--- config.mk ---
export PLATFORM = sky130hd
export DESIGN_NAME = divider_unit
export DESIGN_NICKNAME = d
export VERILOG_FILES = /design/src/rtl/div_pkg.sv /design/src/rtl/div_step.sv /design/src/rtl/divider_unit.sv
export SDC_FILE = /design/constraint.sdc
export NUM_CORES = 1
export LEC_CHECK = 0
export ABC_AREA = 1
export ABC_CLOCK_PERIOD_IN_PS = 5500
export CORE_AREA = 2 2 321 323
export CTS_BUF_LIST = sky130_fd_sc_hd__clkbuf_4 sky130_fd_sc_hd__clkbuf_8
export CTS_CLUSTER_SIZE = 24
export DETAILED_ROUTE_END_ITERATION = 16
export DIE_AREA = 0 0 323 325
export PLACE_DENSITY_LB_ADDON = 0.1
export SYNTH_ARGS = -nofsm -noshare
export SYNTH_HDL_FRONTEND = slang
export SYNTH_SLANG_ARGS = --single-unit
--- constraint.sdc ---
create_clock -name clk -period 5.5 [get_ports clk]
set_input_delay 0.825 -clock clk [delete_from_list [all_inputs] [get_ports clk]]
set_output_delay 0.825 -clock clk [all_outputs]
set_load 0.03 [all_outputs]
--- src/rtl/div_pkg.sv ---
// Shared definitions for the sequential restoring divider of the multiply/divide unit.
// Holds default widths, the controller state encoding and the iteration counter type.
package div_pkg;

    localparam int DIV_WIDTH  = 128;
    localparam int DIV_QWIDTH = 64;
    localparam int DIV_CNT_W  = $clog2(DIV_WIDTH + 1);

    typedef enum logic [1:0] {
        LOAD = 2'd0,
        BUSY = 2'd1,
        DONE = 2'd2
    } div_state_t;

    typedef logic [DIV_CNT_W-1:0] div_cnt_t;

endpackage

--- src/rtl/div_step.sv ---
// One restoring-division iteration: shift in the next dividend bit, trial-subtract the divisor.
// Purely combinational; the caller registers the partial remainder and quotient bit.
module div_step #(
    parameter int WIDTH = 128
) (
    input  logic [WIDTH-1:0] prem,
    input  logic             din,
    input  logic [WIDTH-1:0] divisor,
    output logic [WIDTH-1:0] prem_next,
    output logic             qbit
);

    logic [WIDTH:0]   shifted_s;
    logic [WIDTH-1:0] diff_s;

    // Trial subtraction at WIDTH+1 bits; on success the difference is below the divisor, so it fits in WIDTH bits
    always_comb begin
        shifted_s = {prem, din};
        diff_s    = shifted_s[WIDTH-1:0] - divisor;
        qbit      = (shifted_s >= {1'b0, divisor});
        if (qbit) begin
            prem_next = diff_s;
        end else begin
            prem_next = shifted_s[WIDTH-1:0];
        end
    end

endmodule

--- src/rtl/divider_unit.sv ---
// Sequential unsigned restoring divider: one quotient bit per clock, one division per reset release.
// Outputs are written once, on the final iteration, and then held with rdy until reset.
module divider_unit
    import div_pkg::*;
#(
    parameter int WIDTH  = DIV_WIDTH,
    parameter int QWIDTH = DIV_QWIDTH
) (
    output logic [QWIDTH-1:0] quotient,
    output logic [WIDTH-1:0]  remainder,
    output logic              rdy,
    input  logic [WIDTH-1:0]  a,
    input  logic [WIDTH-1:0]  b,
    input  logic              rst,
    input  logic              clk
);

    localparam int CNT_W = $clog2(WIDTH + 1);
    localparam logic [CNT_W-1:0] CNT_LOAD = CNT_W'(WIDTH);
    localparam logic [CNT_W-1:0] CNT_ONE  = CNT_W'(1);

    div_state_t       state_r;
    div_state_t       state_next_s;
    logic [CNT_W-1:0] cnt_r;
    logic [WIDTH-1:0] dividend_r;
    logic [WIDTH-1:0] divisor_r;
    logic [WIDTH-1:0] prem_r;
    logic [WIDTH-1:0] q_r;
    logic [WIDTH-1:0] q_next_s;
    logic [WIDTH-1:0] prem_next_s;
    logic             qbit_s;
    logic             load_s;
    logic             step_s;
    logic             last_s;

    div_step #(.WIDTH(WIDTH)) u_step (
        .prem      (prem_r),
        .din       (dividend_r[WIDTH-1]),
        .divisor   (divisor_r),
        .prem_next (prem_next_s),
        .qbit      (qbit_s)
    );

    assign q_next_s = {q_r[WIDTH-2:0], qbit_s};

    // Controller state register
    always_ff @(posedge clk or negedge rst) begin
        if (!rst) begin
            state_r <= LOAD;
        end else begin
            state_r <= state_next_s;
        end
    end

    // Next-state and datapath strobes; the step taking the counter from 1 to 0 is the last one
    always_comb begin
        state_next_s = state_r;
        load_s       = 1'b0;
        step_s       = 1'b0;
        last_s       = 1'b0;
        case (state_r)
            LOAD: begin
                load_s       = 1'b1;
                state_next_s = BUSY;
            end
            BUSY: begin
                step_s = 1'b1;
                if (cnt_r == CNT_ONE) begin
                    last_s       = 1'b1;
                    state_next_s = DONE;
                end else begin
                    state_next_s = BUSY;
                end
            end
            DONE: begin
                state_next_s = DONE;
            end
            default: begin
                state_next_s = LOAD;
            end
        endcase
    end

    // Operand capture and per-step shift registers
    always_ff @(posedge clk or negedge rst) begin
        if (!rst) begin
            cnt_r      <= '0;
            dividend_r <= '0;
            divisor_r  <= '0;
            prem_r     <= '0;
            q_r        <= '0;
        end else if (load_s) begin
            cnt_r      <= CNT_LOAD;
            dividend_r <= a;
            divisor_r  <= b;
            prem_r     <= '0;
            q_r        <= '0;
        end else if (step_s) begin
            cnt_r      <= cnt_r - CNT_ONE;
            dividend_r <= {dividend_r[WIDTH-2:0], 1'b0};
            prem_r     <= prem_next_s;
            q_r        <= q_next_s;
        end
    end

    // Result registers, loaded once with the final quotient bit included; quotient keeps only its low bits
    always_ff @(posedge clk or negedge rst) begin
        if (!rst) begin
            quotient  <= '0;
            remainder <= '0;
            rdy       <= 1'b0;
        end else if (last_s) begin
            quotient  <= q_next_s[QWIDTH-1:0];
            remainder <= prem_next_s;
            rdy       <= 1'b1;
        end
    end

endmodule

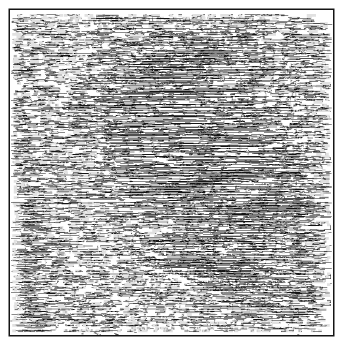
*M1 wires*
Drawn at 1 px/µm.
longest straight run: 92.5 µm
nets with wire on the layer: 6531
wire length on this layer: 70.4 mm

==> qor.csv <==
metric,value,unit
run status,finished clean,
final instance area,48600,µm²
critical path cell sequence,ha_1 > nand2_1 > nor2_1 > nand2_1 > nor2_1 > inv_1 > nor2_1 > nand2_1 > nand2_1 > nand2_1 > nand2_8 > buf_12 > nand3_1 > nand3_1 > nand2_1,
OpenROAD warning count,51,
layout cell share with drive strength beyond 1,0.0465,
count of routing violations after the opening detailed-route iteration,3214,
cell count listed in synth_stat.txt,6166,
synthesized chip area reported by yosys,40300,µm²
Net Sw Power,0.00294,W
Chip Width,323,µm
total congestion overflow after global routing,0,
number of hold buffers added after cts,0,
worst-case vdd ir drop,0.000200,V
total power per unit cell area,225,nW/µm²
via count,38900,
H-tree depth reported by CTS,3,
number of enable flip-flop cells,0,
initial cell density of the core,0.397,
share of flip-flops with an asynchronous set or reset after synthesis,1.00,
Crit-path slowest cell,sky130_fd_sc_hd__nor2_1,
cell area after placement,46100,µm²
worst setup path endpoint,remainder[99],
endpoints failing hold,0,
Worst-path clk slew,0.06,ns
Sw Share,0.268,
Critical Path AT,4.99,ns
total count of max-transition violations in the final report,0,
min cycle time layout,4.35,ns
"area fraction in and, or, nand and nor cells after synthesis",0.364,
share of synthesized cell area in and-or and or-and compound cells,0.0601,
Highest Clock Rate,0.230,GHz
Cells after DPL,7831,
die area,105000,µm²
total clock buffers created by CTS,114,
register area,16300,µm²
Resized Gates After CTS,0,
skew final,0.0598,ns
Combinational Power Share,0.107,
number of inserted filler cells in the final layout,10800,
Clock net power,0.00486,W
total of warnings raised by yosys,0,
Slowest Stage Delay on Critical Path,0.52,ns
number of global-route vias before repair,38100,
most numerous cell types in the synthesized netlist,"sky130_fd_sc_hd__nand2_1 (2838), sky130_fd_sc_hd__inv_1 (1034), sky130_fd_sc_hd__dfrtp_1 (650)",
register area share after synthesis,0.404,
vertical die size,325,µm
worst slew margin relative to its limit,0.309,
Mapped Nets,6555,
number of instances in the synthesized netlist,6166,
RSZ-0062 raised after global routing,no,
post-synth cell types,42,
half-perimeter wire length after placement,121,mm
synthesized area divided by synthesized cell count,6.53,µm²
crit-path most repeated cell,sky130_fd_sc_hd__nand2_1,
largest net degree at the start of global routing,202,
period utilisation layout,0.790,
wire length of the first global-routing pass,233,mm
CTS tree,yes,
Sum Neg Setup Slack,0,ns
placement row count,117,
Max Cap Viol,0,
Bufs on Longest Clock Path,3,
type of the setup path with the least slack,reg -> reg,
dominant register cell,sky130_fd_sc_hd__dfrtp_1,
final estimated routing congestion in global placement,1.01,
startpoint type of the worst setup path,flip-flop,
type of the worst min-delay path,in -> async,
detailed-route DRC error count,0,
total design power,0.0110,W
ports placed on the boundary,451,
Reg power frac,0.449,
NumNets Final,6968,
source of the worst register-to-register timing path,prem_r[48],
initial antenna violation count,16,
total stage count of the critical path,15,
leakage power of the design,26.5,nW
clock network power share,0.444,
post-route worst hold slack,0.0665,ns
type of element capturing the critical path,flip-flop,
worst-path fanout max,126,
combinational group power,0.00117,W
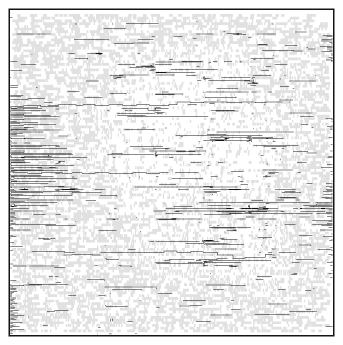
*Met3 routing*
Drawn at 1 px/µm.
nets with wire on the layer: 500
share of all routed wire: 5.9%
wire length on this layer: 9010 µm
main direction: horizontal

placed cells by master, fill, tap and decap left out, types with 20 or more instances in the layout:
cell type	Yosys	layout
sky130_fd_sc_hd__clkdlybuf4s50_1	0	449
sky130_fd_sc_hd__nand2_1	2838	2837
sky130_fd_sc_hd__ha_1	130	130
sky130_fd_sc_hd__or2_2	23	23
sky130_fd_sc_hd__nor2_1	301	299
sky130_fd_sc_hd__inv_1	1034	1031
sky130_fd_sc_hd__clkbuf_8	0	146
sky130_fd_sc_hd__dfrtp_1	650	649
sky130_fd_sc_hd__a21oi_1	115	115
sky130_fd_sc_hd__o22ai_1	63	63
sky130_fd_sc_hd__nor3_1	20	20
sky130_fd_sc_hd__xor2_1	29	29
sky130_fd_sc_hd__nand3_1	368	368
sky130_fd_sc_hd__clkbuf_4	0	40
sky130_fd_sc_hd__xnor2_1	35	35
sky130_fd_sc_hd__o21ai_0	224	224
worst register-to-register path, delay by kind of cell (launching register included):
| family | cells | cell delay (ns) |
|---|---|---|
| DFF | 1 | 0.40 |
| adders and majority gates | 1 | 0.37 |
| and+or+nand+nor | 12 | 2.99 |
| buffers and inverters | 2 | 0.42 |
routing by layer:
metal	up-vias	GRT usage	routed length, µm
met3	229	0.0568	9010
li1	19500	-	-
met1	18100	0.401	70400
met5	-	0	147
met2	1026	0.463	69300
met4	22	0.0880	4880
cell type report:
class	count	area share
antenna	5	0.000257
clock buffer	186	0.0475
clock inverter	20	0.00386
inverter	1044	0.0809
multi-input combinational	4289	0.397
sequential	650	0.334
tap	1368	0.0352
timing repair buffer	480	0.101
flip-flops by register name, summed over array words and instances, names as in the netlist:
signal / count
cnt_r: 8
dividend_r: 128
divisor_r: 128
prem_r: 128
q_r: 63
quotient: 64
rdy: 1
remainder: 128
state_r: 2
Power figures rest on the tool's default switching activity, not on a simulated workload.
